<file path="config.mk">
export PLATFORM = sky130hd
export DESIGN_NAME = level_map_reader
export DESIGN_NICKNAME = d
export VERILOG_FILES = /design/src/rtl/level_map_reader.sv
export SDC_FILE = /design/constraint.sdc
export NUM_CORES = 1
export LEC_CHECK = 0
export CAP_MARGIN = 20
export CORE_AREA = 2 2 78 87
export CTS_BUF_LIST = sky130_fd_sc_hd__clkbuf_8
export DETAILED_ROUTE_END_ITERATION = 7
export DIE_AREA = 0 0 80 89
export GPL_TIMING_DRIVEN = 1
export PLACE_DENSITY = 0.87
export SYNTH_ARGS = -nofsm -noshare
export SYNTH_HDL_FRONTEND = slang
export SYNTH_SLANG_ARGS = --single-unit
</file>
<file path="constraint.sdc">
create_clock -name clk -period 1.6 [get_ports clk]
set_input_delay 0.16 -clock clk [delete_from_list [all_inputs] [get_ports clk]]
set_output_delay 0.16 -clock clk [all_outputs]
set_load 0.02 [all_outputs]
</file>
<file path="src/rtl/level_map_reader.sv">
// Level-map RAM client: display scan-out has priority, game queries fill idle cycles.
// Optional MAP_WRITE_EN lets queries write cells; the default build is read-only.
module level_map_reader #(
    parameter int DATA_WIDTH = 8,
    parameter int ADDR_WIDTH = 16,
    parameter int MAP_W = 320,
    parameter int MAP_H = 200,
    parameter logic [DATA_WIDTH-1:0] BG_COLOR = 8'h00
) (
    input  logic                  clk,
    input  logic                  reset,
    input  logic [9:0]            pix_x,
    input  logic [9:0]            pix_y,
    input  logic                  pix_valid,
    output logic [DATA_WIDTH-1:0] pixel_o,
    output logic                  pixel_vld,
    input  logic                  q_req,
    input  logic [8:0]            q_x,
    input  logic [7:0]            q_y,
    input  logic                  q_we,
    input  logic [DATA_WIDTH-1:0] q_wdata,
    output logic                  q_ack,
    output logic [DATA_WIDTH-1:0] q_rdata,
    output logic                  q_err,
    output logic                  ram_en,
    output logic                  ram_we,
    output logic [ADDR_WIDTH-1:0] ram_addr,
    output logic [DATA_WIDTH-1:0] ram_wdata,
    input  logic [DATA_WIDTH-1:0] ram_rdata
);

    typedef enum logic [1:0] {IDLE, ACCESS, RESP} state_t;
    state_t state, state_nx;

    logic                  disp_hit;
    logic                  q_win;
    logic                  q_oor;
    logic [ADDR_WIDTH-1:0] disp_addr;
    logic [ADDR_WIDTH-1:0] q_addr;
    logic                  en_nx;
    logic                  we_nx;
    logic [ADDR_WIDTH-1:0] addr_nx;
    logic [DATA_WIDTH-1:0] wdata_nx;
    logic                  q_we_eff;
    logic [DATA_WIDTH-1:0] wdata_src;
    logic                  v1, v2;
    logic                  oom1, oom2;
    logic                  err_q;

`ifdef MAP_WRITE_EN
    assign q_we_eff  = q_we;
    assign wdata_src = q_wdata;
`else
    logic unused_wr;
    assign q_we_eff  = 1'b0;
    assign wdata_src = '0;
    assign unused_wr = ^{q_we, q_wdata};
`endif

    // 2x pixel doubling: each map cell covers a 2x2 block of screen pixels
    assign disp_hit  = pix_valid && (int'(pix_y) < 2 * MAP_H);
    assign disp_addr = ADDR_WIDTH'(pix_y >> 1) * ADDR_WIDTH'(MAP_W)
                     + ADDR_WIDTH'(pix_x >> 1);

    assign q_oor  = (int'(q_x) >= MAP_W) || (int'(q_y) >= MAP_H);
    assign q_addr = ADDR_WIDTH'(q_y) * ADDR_WIDTH'(MAP_W)
                  + ADDR_WIDTH'(q_x);

    always_ff @(posedge clk or posedge reset) begin
        if (reset) state <= IDLE;
        else       state <= state_nx;
    end

    always_comb begin
        state_nx = state;
        q_win    = 1'b0;
        en_nx    = 1'b0;
        we_nx    = 1'b0;
        addr_nx  = '0;
        wdata_nx = '0;
        if (disp_hit) begin
            en_nx   = 1'b1;
            addr_nx = disp_addr;
        end else if (state == IDLE && q_req && !q_ack) begin
            q_win = 1'b1;
            // out-of-range queries still walk the FSM but never touch the RAM
            if (!q_oor) begin
                en_nx    = 1'b1;
                we_nx    = q_we_eff;
                addr_nx  = q_addr;
                wdata_nx = wdata_src;
            end
        end
        unique case (state)
            IDLE:    if (q_win) state_nx = ACCESS;
            ACCESS:  state_nx = RESP;
            RESP:    state_nx = IDLE;
            default: state_nx = IDLE;
        endcase
    end

    always_ff @(posedge clk or posedge reset) begin
        if (reset) begin
            ram_en    <= 1'b0;
            ram_we    <= 1'b0;
            ram_addr  <= '0;
            ram_wdata <= '0;
        end else begin
            ram_en    <= en_nx;
            ram_we    <= we_nx;
            ram_addr  <= addr_nx;
            ram_wdata <= wdata_nx;
        end
    end

    always_ff @(posedge clk or posedge reset) begin
        if (reset) begin
            v1        <= 1'b0;
            v2        <= 1'b0;
            oom1      <= 1'b0;
            oom2      <= 1'b0;
            pixel_vld <= 1'b0;
            pixel_o   <= '0;
        end else begin
            v1        <= pix_valid;
            oom1      <= !disp_hit;
            v2        <= v1;
            oom2      <= oom1;
            pixel_vld <= v2;
            if (v2) pixel_o <= oom2 ? BG_COLOR : ram_rdata;
        end
    end

    always_ff @(posedge clk or posedge reset) begin
        if (reset) begin
            err_q   <= 1'b0;
            q_ack   <= 1'b0;
            q_rdata <= '0;
            q_err   <= 1'b0;
        end else begin
            if (q_win) err_q <= q_oor;
            q_ack <= (state == RESP);
            if (state == RESP) begin
                q_rdata <= err_q ? '0 : ram_rdata;
                q_err   <= err_q;
            end else if (q_ack) begin
                q_err <= 1'b0;
            end
        end
    end

endmodule

</file>
==> Slide: Implementation Results, run 1 <==
Run Summary

Run status
  – Outcome: complete, but fails checks
  – Failing checks: setup timing

Worst setup path
  – Crit Path Category: input port to register
  – CP bufs+invs: 3

Layout
  – Layout cell share with drive strength beyond 1: 37.24%
  – Inverter count: 23
  – Repair and plain buffers: 151

Clocking
  – Number of clock sinks: 43
  – Post-CTS sizing: 115
  – TritonCTS clock tree: built
  – Clk latency late pin: 310 ps
  – Root Buffer: clkbuf_8

Yosys
  – Library cells used by synthesis: 47
  – Count leader, synth: dfrtp_1
  – Synth area leader: dfrtp_1
  – Mux area share: 0%
  – Area share of the largest cell type after synthesis: 38.62%

Drt
  – Metal2 WL: 4.985 mm
  – Highest metal used: met4
  – Routed len/inst: 17.51 microns
  – # DRC: 0

Global routing
  – First-pass GRT wire length: 13.32 mm
  – GRT busiest layer: met2
  – Vias in the first global route: 2921
  – Grt met2 use: 48.03%
  – Aggregate global-route resource usage: 24.57%

Place
  – Routability cong.: 0.7898
  – Port Buffers: 82
  – Placed cell area: 4289 sq um
  – Worst slack at placement: -1114 ps

Floorplanning
  – Die Height: 89 microns
  – TAP cells: 80

STA
  – WHS: 215.2 ps
  – Final worst setup slack: -470.4 ps
  – Setup violators final: 5
  – Crit share post-route: 129.4%

Pwr
  – Leak: 2.129 nW
  – Sw Ratio: 36.72%
## run 1: registers in the layout (all words and copies together) (netlist names)
| name | count |
|---|---|
| pixel_vld | 1 |
| oom1 | 1 |
| q_rdata | 8 |
| q_ack | 1 |
| v2 | 1 |
| oom2 | 1 |
| state | 2 |
| ram_en | 1 |
| v1 | 1 |
| q_err | 1 |
| ram_addr | 16 |
| err_q | 1 |
| pixel_o | 8 |
## run 1: cell usage in the layout, fill, tap and decap left out, types with 3 or more instances in the layout
cell,Yosys,routed
clkbuf_8,0,5
clkdlybuf4s15_2,0,4
xnor2_1,12,5
clkdlybuf4s50_1,0,60
o211ai_1,3,3
conb_1,1,9
nand2_1,32,30
nand3b_1,4,4
ha_4,0,25
nand3_1,6,5
dfrtp_1,43,43
inv_2,1,5
buf_6,0,4
xnor2_2,0,6
a21o_1,4,4
o21ai_1,5,5
dlygate4sd2_1,0,6
a22o_1,7,7
o22ai_1,15,13
buf_4,9,67
buf_2,1,4
nor2b_1,6,4
ha_1,31,4
nor2_1,15,13
inv_1,21,18
o21ai_0,11,9
xor2_1,7,5
fa_2,0,4
## run 1: final timing paths
check / from / endpoint / slack (ps) / cells after the start
setup / recovery: q_y[5] / ram_addr[15] / -470 / 10
hold / removal: reset / pixel_o[3] / 220 / 3
setup reg to reg: q_ack / ram_addr[15] / 70 / 5
hold reg to reg: v1 / v2 / 340 / 0
max in group asynchronous: reset / q_rdata[0] / 1180 / 3
min in group clk: pix_y[2] / ram_addr[7] / 320 / 4
## run 1: worst register-to-register path, cell delays in order (launching register included)
cell     delay, ps
dfrtp_1        410
nor4b_2        280
buf_4          170
and3_1         210
nand2_2        160
o22ai_1        230
**Run 1: zoomed window**

Window x 30 to 80, y 39 to 89 microns. Cells in gray, sequential cells in the stronger gray; small squares are vias.
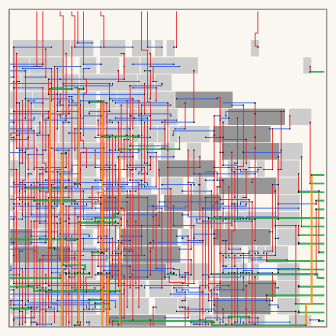
legend:
  met1:
    color: blue
  met4:
    color: orange
  met3:
    color: green
  met2:
    color: red
most frequent: buf_4 (25), clkdlybuf4s50_1 (22)
netlist names of flops here include: q_rdata (7), ram_addr (4), state (2)
sequential cells in the window: 17
cells with their middle in the window: 165

**Run 1: ports around the boundary**

Drawn at 4 px/micron. Pins as bars across the die edge, other pins in gray.
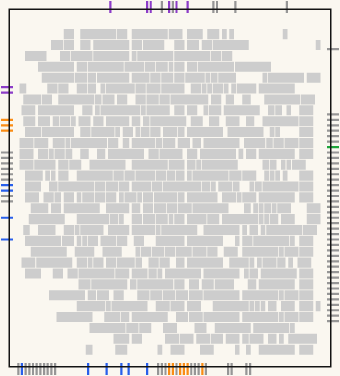
legend:
  pix_y:
    color: blue
    pins: 10
    direction: input
    edge: 6 south, 4 west
  q_x:
    color: orange
    pins: 9
    direction: input
    edge: 6 south, 3 west
  q_ack:
    color: green
    pins: 1
    direction: output
    edge: east
  q_y:
    color: purple
    pins: 8
    direction: input
    edge: 6 north, 2 west
all pins by edge: 40 east, 34 south, 17 west, 12 north

**Run 1: metal 4**

Drawn at 4 px/micron. Supply wires on this layer in gray.
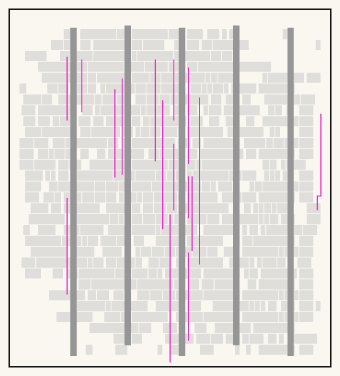
wire length on this layer: 363 microns
share of all routed wire: 4.0%
aggregate routed wire length: 9.020 mm
Via Count: 2822

**Run 1: signal wires on met3**

Drawn at 6 px/micron.
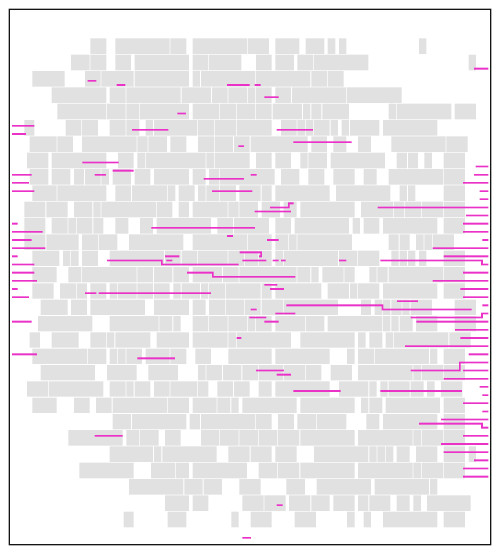
longest straight run: 18.4 microns
wire length on this layer: 524 microns
main direction: horizontal
share of all routed wire: 5.8%
nets with wire on the layer: 86
met3 Resource Use GR: 4.444%

**Run 1: the clock network**

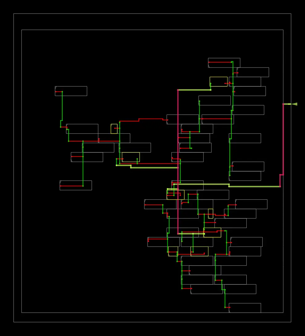

==> run 1 -> run 2 <==
GPL_TIMING_DRIVEN = 0   (was 1)
**Run 2: the clock network**

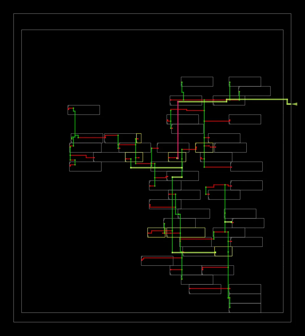
clk latency late pin: 290 ps
flop count: 43
number of clock sinks: 43
Clock net power: 0.792 mW
# clk buffers: 5

==> run 2 against run 1 <==
Effect of this change:
- the flow still finishes with violations (setup timing)
- utilization fell by 6.0 points
- synthesized area is the same
- sequential share of layout area up 1.8 points
- first-iteration DRC count down 38%
- flip-flop count is the same
- die area did not move
- combinational power shrank 12%
- clock power increased by 17%
- power shrank 4.1%
- synthesized cell count is the same
- critical endpoint unchanged
==> Slide: Implementation Results, run 2 <==
Run Summary

Place
  – Routability cong.: 0.7810
  – Placed cell area: 3899 sq um

Drt
  – # DRC: 0
  – Metal2 WL: 4.106 mm
  – Via Count: 2567
  – Aggregate routed wire length: 7.567 mm
  – Highest metal used: met4

STA
  – Final worst setup slack: -358.4 ps
  – Setup violators final: 4
  – Crit share post-route: 122.4%

Clocking
  – TritonCTS clock tree: built

Layout
  – Reg with most FFs: ram_addr
  – Biggest regs: ram_addr x16, pixel_o x8, q_rdata x8
  – Highest-count logic cell in the final layout: clkdlybuf4s50_1
  – Max reg flops: 16

Global routing
  – Aggregate global-route resource usage: 20.28%
  – Met3 Resource Use GR: 3.333%
  – Vias in the first global route: 2487
  – First-pass GRT wire length: 11.23 mm

Yosys
  – Library cells used by synthesis: 47
  – Synth area leader: dfrtp_1
  – Count leader, synth: dfrtp_1
  – Area share of the largest cell type after synthesis: 38.62%

Worst setup path
  – Critical Path Source: pix_y[4]
  – Reg2reg setup slack: 100 ps
  – RR Startpoint: state[0]
  – Worst r2r dst: ram_addr[2]
  – Crit Path Category: input port to register

Pwr
  – Sw Ratio: 34.75%
  – Leak: 1.914 nW

Run status
  – Failing checks: setup timing
  – Outcome: complete, but fails checks
**Run 2: signal wires on met3**

Drawn at 6 px/micron.
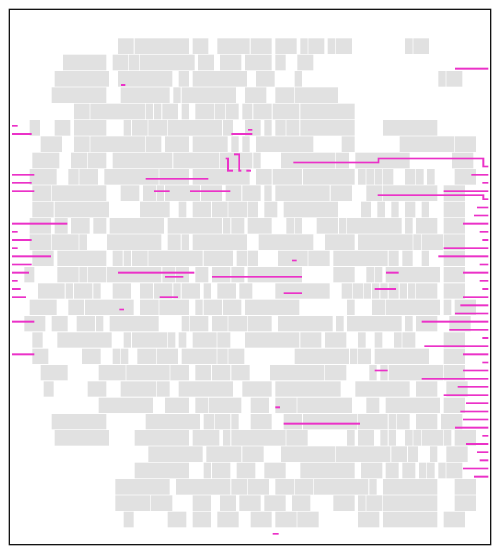
main direction: horizontal
longest straight run: 17.5 microns
share of all routed wire: 4.5%
wire length on this layer: 338 microns
nets with wire on the layer: 73

-- run 2: netlist changes by cell type in the layout (fill, tap and decap cells not counted), moves of 4 or more --
cell,change
buf_4,-45
buf_6,-4
clkbuf_1,+4
clkdlybuf4s15_2,-4
-- run 2: cell type report --
cell class	count	area [sq um]
inverters	23	86.33
repair buffers	95	895.9
well taps	80	100.1
clock inverters	2	33.78
multi-input cells	211	2105
flip-flops and latches	43	1076
clock buffers	5	68.82
plain buffers	16	98.84
fillers	440	1692
-- run 2: kinds of logic (layout without fill, tap and decap cells) --
kind of cell | after synthesis | in the layout | synth area share (%)
AOI/OAI and AO/OA | 61 | 61 | 15.94
xor gates and xnor gates | 19 | 19 | 5.972
adders and majority gates | 35 | 35 | 16.79
buffers and inverters | 39 | 141 | 6.510
DFF | 43 | 43 | 38.62
other | 1 | 9 | 0.1346
and+or+nand+nor | 86 | 87 | 16.03
-- run 2: worst min-delay path by stage --
stage,start,endpoint,slack [ps],cells after the start
after floorplan,pix_valid,v1,190,0
after CTS,q_y[1],ram_addr[7],290,4
final,pix_y[1],ram_addr[6],320,3
after global placement,oom1,oom2,330,0
after detailed placement,v1,v2,340,0
after global routing,q_x[6],ram_addr[6],300,3
-- run 2: critical path: cells and delay by family --
kind	cells	cell delay, ps
and+or+nand+nor	1	160
xor gates and xnor gates	1	150
buffers and inverters	2	170
AOI/OAI and AO/OA	4	700
adders and majority gates	3	770
-- run 2: what timing repair did --
item                       CTS  global route
gates cloned                 0             1
resized                     96            28
buffers inserted             9             4
setup endpoints to repair   17            17
pin swaps                   29            17
No activity file was given, so power comes from the tool's default toggle rates.
